**src/rtl/param_logic_pkg.sv**
```systemverilog
// Shared constants for the parameterised logic core: opcode encodings and
// default operand/counter widths.
package param_logic_pkg;

  localparam int DEF_WIDTH     = 8;
  localparam int DEF_CNT_WIDTH = 16;

  localparam logic [2:0] OP_AND  = 3'd0;
  localparam logic [2:0] OP_NAND = 3'd1;
  localparam logic [2:0] OP_OR3  = 3'd2;
  localparam logic [2:0] OP_NOR  = 3'd3;
  localparam logic [2:0] OP_ADD  = 3'd4;
  localparam logic [2:0] OP_MUX  = 3'd5;
  localparam logic [2:0] OP_XOR  = 3'd6;
  localparam logic [2:0] OP_RSVD = 3'd7;

endpackage

```
**src/rtl/param_logic_if.sv**
```systemverilog
// Operand/result handshake bundle between a producer/consumer (master) and
// the logic core (slave).
interface param_logic_if
  import param_logic_pkg::*;
#(
  parameter int WIDTH     = DEF_WIDTH,
  parameter int CNT_WIDTH = DEF_CNT_WIDTH
);

  logic                 in_valid;
  logic                 in_ready;
  logic [2:0]           op;
  logic [WIDTH-1:0]     bit_a;
  logic [WIDTH-1:0]     bit_b;
  logic [WIDTH-1:0]     bit_c;
  logic                 out_valid;
  logic                 out_ready;
  logic [WIDTH-1:0]     result;
  logic                 carry_out;
  logic                 op_error;
  logic [CNT_WIDTH-1:0] result_count;

  modport master (
    output in_valid, op, bit_a, bit_b, bit_c, out_ready,
    input  in_ready, out_valid, result, carry_out, op_error, result_count
  );

  modport slave (
    input  in_valid, op, bit_a, bit_b, bit_c, out_ready,
    output in_ready, out_valid, result, carry_out, op_error, result_count
  );

endinterface

```
**src/rtl/param_logic_alu.sv**
```systemverilog
// Combinational op evaluator sitting between the operand and result stages.
module param_logic_alu
  import param_logic_pkg::*;
#(
  parameter int WIDTH = DEF_WIDTH
) (
  input  logic [2:0]       op,
  input  logic [WIDTH-1:0] a,
  input  logic [WIDTH-1:0] b,
  input  logic [WIDTH-1:0] c,
  output logic [WIDTH-1:0] result,
  output logic             carry_out,
  output logic             op_error
);

  // Only c[0] feeds the adder as a carry-in; the upper c bits are don't-care here.
  logic [WIDTH:0] sum;
  assign sum = {1'b0, a} + {1'b0, b} + {{WIDTH{1'b0}}, c[0]};

  always_comb begin
    result    = '0;
    carry_out = 1'b0;
    op_error  = 1'b0;
    case (op)
      OP_AND:  result = a & b;
      OP_NAND: result = ~(a & b);
      OP_OR3:  result = a | b | c;
      OP_NOR:  result = ~(a | b);
      OP_ADD: begin
        result    = sum[WIDTH-1:0];
        carry_out = sum[WIDTH];
      end
      OP_MUX:  result = (c & b) | (~c & a);
      OP_XOR:  result = a ^ b;
      default: op_error = 1'b1;
    endcase
  end

endmodule

```
**src/rtl/param_logic_core.sv**
```systemverilog
// Two-stage valid/ready logic core: S1 captures op and operands, S2 holds the
// evaluated result; counts every delivered result.
module param_logic_core
  import param_logic_pkg::*;
#(
  parameter int WIDTH     = DEF_WIDTH,
  parameter int CNT_WIDTH = DEF_CNT_WIDTH
) (
  input  logic         clock,
  input  logic         reset,
  param_logic_if.slave bus
);

  logic                 vld_p1;
  logic [2:0]           op_p1;
  logic [WIDTH-1:0]     a_p1, b_p1, c_p1;
  logic                 vld_p2;
  logic [WIDTH-1:0]     res_p2;
  logic                 cout_p2, err_p2;
  logic [CNT_WIDTH-1:0] cnt_p2;

  logic [WIDTH-1:0]     alu_res;
  logic                 alu_cout, alu_err;
  logic                 in_ready, in_fire, out_fire, s2_load;

  assign out_fire = vld_p2 && bus.out_ready;
  assign s2_load  = vld_p1 && (!vld_p2 || bus.out_ready);
  assign in_ready = !vld_p1 || s2_load;
  assign in_fire  = bus.in_valid && in_ready;

  // Stage 1: operand capture
  always_ff @(posedge clock or posedge reset) begin
    if (reset) begin
      vld_p1 <= 1'b0;
    end else if (in_fire) begin
      vld_p1 <= 1'b1;
    end else if (s2_load) begin
      vld_p1 <= 1'b0;
    end
  end

  always_ff @(posedge clock) begin
    if (in_fire) begin
      op_p1 <= bus.op;
      a_p1  <= bus.bit_a;
      b_p1  <= bus.bit_b;
      c_p1  <= bus.bit_c;
    end
  end

  param_logic_alu #(.WIDTH(WIDTH)) u_alu (
    .op        (op_p1),
    .a         (a_p1),
    .b         (b_p1),
    .c         (c_p1),
    .result    (alu_res),
    .carry_out (alu_cout),
    .op_error  (alu_err)
  );

  // Stage 2: result register; its outputs are visible, so they reset to zero
  always_ff @(posedge clock or posedge reset) begin
    if (reset) begin
      vld_p2  <= 1'b0;
      res_p2  <= '0;
      cout_p2 <= 1'b0;
      err_p2  <= 1'b0;
    end else if (s2_load) begin
      vld_p2  <= 1'b1;
      res_p2  <= alu_res;
      cout_p2 <= alu_cout;
      err_p2  <= alu_err;
    end else if (out_fire) begin
      vld_p2  <= 1'b0;
    end
  end

  always_ff @(posedge clock or posedge reset) begin
    if (reset) begin
      cnt_p2 <= '0;
    end else if (out_fire) begin
      cnt_p2 <= cnt_p2 + CNT_WIDTH'(1);
    end
  end

  assign bus.in_ready     = in_ready;
  assign bus.out_valid    = vld_p2;
  assign bus.result       = res_p2;
  assign bus.carry_out    = cout_p2;
  assign bus.op_error     = err_p2;
  assign bus.result_count = cnt_p2;

endmodule
```
**src/flat_wrapper.sv**
```systemverilog
// flat-port wrapper written by rule: the top's interface ports become plain ports
module param_logic_core_flat import param_logic_pkg::*;
#(
  parameter int WIDTH     = DEF_WIDTH,
  parameter int CNT_WIDTH = DEF_CNT_WIDTH
)
  (clock, reset, bus_in_valid, bus_op, bus_bit_a, bus_bit_b, bus_bit_c, bus_out_ready, bus_in_ready, bus_out_valid, bus_result, bus_carry_out, bus_op_error, bus_result_count);
  param_logic_if #(.WIDTH(WIDTH), .CNT_WIDTH(CNT_WIDTH)) bus_i ();
  input  logic clock;
  input  logic reset;
  input wire logic [$bits(bus_i.in_valid)-1:0] bus_in_valid;
  input wire logic [$bits(bus_i.op)-1:0] bus_op;
  input wire logic [$bits(bus_i.bit_a)-1:0] bus_bit_a;
  input wire logic [$bits(bus_i.bit_b)-1:0] bus_bit_b;
  input wire logic [$bits(bus_i.bit_c)-1:0] bus_bit_c;
  input wire logic [$bits(bus_i.out_ready)-1:0] bus_out_ready;
  output wire logic [$bits(bus_i.in_ready)-1:0] bus_in_ready;
  output wire logic [$bits(bus_i.out_valid)-1:0] bus_out_valid;
  output wire logic [$bits(bus_i.result)-1:0] bus_result;
  output wire logic [$bits(bus_i.carry_out)-1:0] bus_carry_out;
  output wire logic [$bits(bus_i.op_error)-1:0] bus_op_error;
  output wire logic [$bits(bus_i.result_count)-1:0] bus_result_count;
  assign bus_i.in_valid = bus_in_valid;
  assign bus_i.op = bus_op;
  assign bus_i.bit_a = bus_bit_a;
  assign bus_i.bit_b = bus_bit_b;
  assign bus_i.bit_c = bus_bit_c;
  assign bus_i.out_ready = bus_out_ready;
  assign bus_in_ready = bus_i.in_ready;
  assign bus_out_valid = bus_i.out_valid;
  assign bus_result = bus_i.result;
  assign bus_carry_out = bus_i.carry_out;
  assign bus_op_error = bus_i.op_error;
  assign bus_result_count = bus_i.result_count;
  param_logic_core #(.WIDTH(WIDTH), .CNT_WIDTH(CNT_WIDTH)) u_core (.clock(clock), .reset(reset), .bus(bus_i));
endmodule
```
**config.mk**
```make
export PLATFORM = sky130hd
export DESIGN_NAME = param_logic_core_flat
export DESIGN_NICKNAME = d
export VERILOG_FILES = /design/src/rtl/param_logic_pkg.sv /design/src/rtl/param_logic_if.sv /design/src/rtl/param_logic_alu.sv /design/src/rtl/param_logic_core.sv /design/src/flat_wrapper.sv
export SDC_FILE = /design/constraint.sdc
export NUM_CORES = 1
export LEC_CHECK = 0
export ABC_CLOCK_PERIOD_IN_PS = 2100
export CAP_MARGIN = 40
export CORE_MARGIN = 5
export CORE_UTILIZATION = 30
export CTS_CLUSTER_DIAMETER = 100
export DETAILED_ROUTE_END_ITERATION = 12
export MAX_ROUTING_LAYER = met4
export PLACE_DENSITY_LB_ADDON = 0.08
export SYNTH_ARGS = -nofsm -noshare
export SYNTH_HDL_FRONTEND = slang
export SYNTH_SLANG_ARGS = --single-unit
```
**constraint.sdc**
```tcl
create_clock -name clock -period 2.1 [get_ports clock]
set_clock_uncertainty 0.2 [all_clocks]
set_input_delay 0.63 -clock clock [delete_from_list [all_inputs] [get_ports clock]]
set_output_delay 0.63 -clock clock [all_outputs]
set_load 0.005 [all_outputs]
```
==> run notes <==
Figures from the flow reports.

Place:
- Timing analysis after detailed placement gives a worst setup slack of -0.482 ns.

STA:
- The run gives the number of failing setup endpoints in the final timing report as 7.
- In the post-route analysis, the smallest setup slack over all paths is -0.188 ns.

Worst setup path:
- Looking at the reg2reg group, the worst path ends at u_core.bus.result[6].
- The run gives the capturing element type of the critical path as a flop.

Run:
- The run gives the number of max-cap violations as 0.

Die:
- The run gives the area enclosed by the die boundary as roughly 0.012 mm^2.

Min path:
- In this run the worst hold path is classified as reg2reg.
- For hold timing, the worst endpoint is u_core.bus.result_count[15].
- Hold analysis shows the worst path with a depth of 1.

Run status:
- The flow ran to the end, but the final reports show violations.
- The final reports fail on setup timing.

Clocking:
- The run gives the number of buffers on the longest clock path as 2.

Finish:
- Non-clock inverters in the final layout number 23.
- In the layout the commonest cells are sky130_fd_sc_hd__buf_4, sky130_fd_sc_hd__clkdlybuf4s50_1, sky130_fd_sc_hd__dfrtp_1, sky130_fd_sc_hd__edfxtp_1, sky130_fd_sc_hd__inv_1.

Synthesis:
- The run gives the share of the synthesized netlist area taken by xor and xnor gates as 0.0513.
- The run puts the simple-gate portion of the synthesized area at 0.142.

Power and ir drop:
- Across the VDD grid, the largest voltage drop is 0.000303 V.

Drt:
- The routed design shows a wire length per standard cell of approximately 14 um.
- The run puts the routed wire length at 7400 um.
synthesized netlist by cell type, types with 5 or more instances:
cell type / n / area (um^2)
sky130_fd_sc_hd__and3_1: 6 / 37.5
sky130_fd_sc_hd__a21oi_1: 9 / 45.0
sky130_fd_sc_hd__o21ai_1: 5 / 25.0
sky130_fd_sc_hd__ha_1: 18 / 225
sky130_fd_sc_hd__xnor2_1: 15 / 131
sky130_fd_sc_hd__nand2b_1: 9 / 56.3
sky130_fd_sc_hd__inv_1: 22 / 82.6
sky130_fd_sc_hd__nand2_1: 16 / 60.1
sky130_fd_sc_hd__edfxtp_1: 27 / 811
sky130_fd_sc_hd__a211oi_1: 7 / 52.6
sky130_fd_sc_hd__dfrtp_1: 28 / 701
sky130_fd_sc_hd__nand3_1: 14 / 70.1
sky130_fd_sc_hd__nor2_1: 16 / 60.1
sky130_fd_sc_hd__a21o_1: 5 / 37.5
layer usage:
| layer | up-vias | part of all wire | global-route usage |
|---|---|---|---|
| met3 | 7 | 0.040 | 0.0229 |
| met4 | 0 | 0.011 | 0.0300 |
| met1 | 1189 | 0.46 | 0.153 |
| met5 | - | 0 | - |
| met2 | 62 | 0.49 | 0.202 |
| li1 | 1232 | - | - |
per-stage QoR:
step / cell area, um^2 / std cells / setup TNS (ns) / utilization
5_1_grt: 4350 / 528 / -1.27 / 0.429
3_3_place_gp: 4060 / 501 / -5.98 / 0.400
3_5_place_dp: 4060 / 501 / -6.19 / 0.400
4_1_cts: 4230 / 517 / -0.850 / 0.418
6_report: 4350 / 528 / -0.676 / 0.429
2_1_floorplan: 3080 / 279 / -0.00241 / -
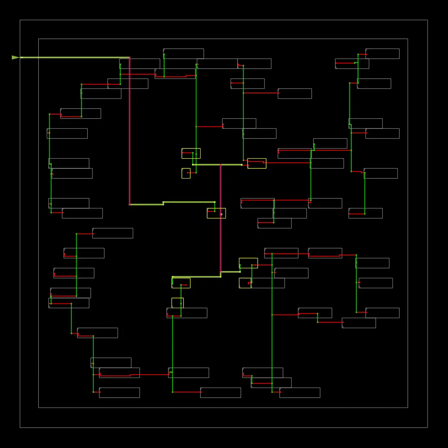
clocks.png
TritonCTS Sinks: 55
Worst-Skew Late Latency: 0.32 ns

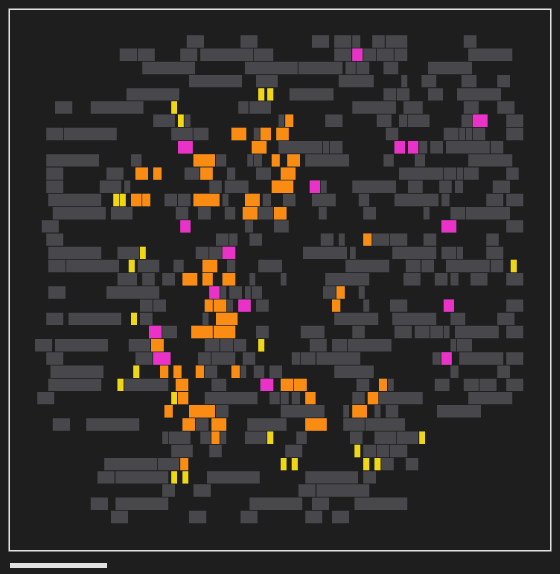
logic_types.png
Bar = 20 um.
| family | colour | cells |
|---|---|---|
| inv cells | yellow | 23 |
| aoi and oai cells | orange | 51 |
| and/or cells | magenta | 16 |
non-filler cells, final: 528
combinational fraction of the cell area: 0.341
most used logic cell in the final layout: sky130_fd_sc_hd__buf_4

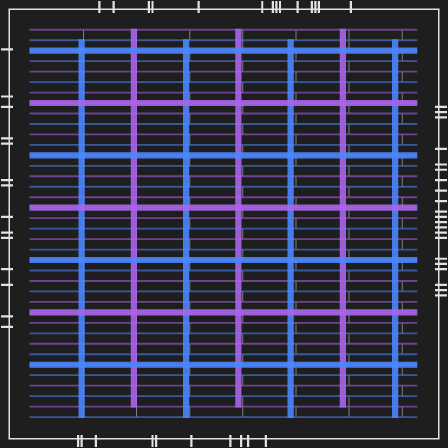
power_grid.png
Pins as bars on the die edge. Tap cells in grey.
| net | colour |
|---|---|
| VDD | purple |
| VSS | blue |
signal pins: 59
met5 straps: 7
tap cells: 136
rows: 37
met1 rails: 38
Die X: 111 um
Die Span Y: 111 um

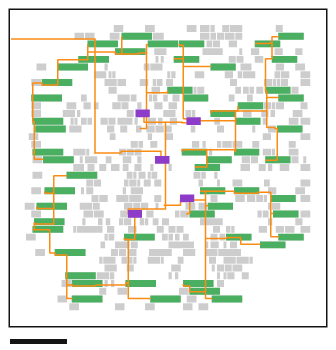
clk_routes.png
Bar = 20 um.
[clock drivers] purple | count: 5
[flip-flops] green | count: 55
[clock wires] orange | length: 778 um
routed clock nets: 6
flops lie: widely spread
share of total power in the clock network: 0.212
Clk power: 0.616 mW

Power figures rest on the tool's default switching activity, not on a simulated workload.
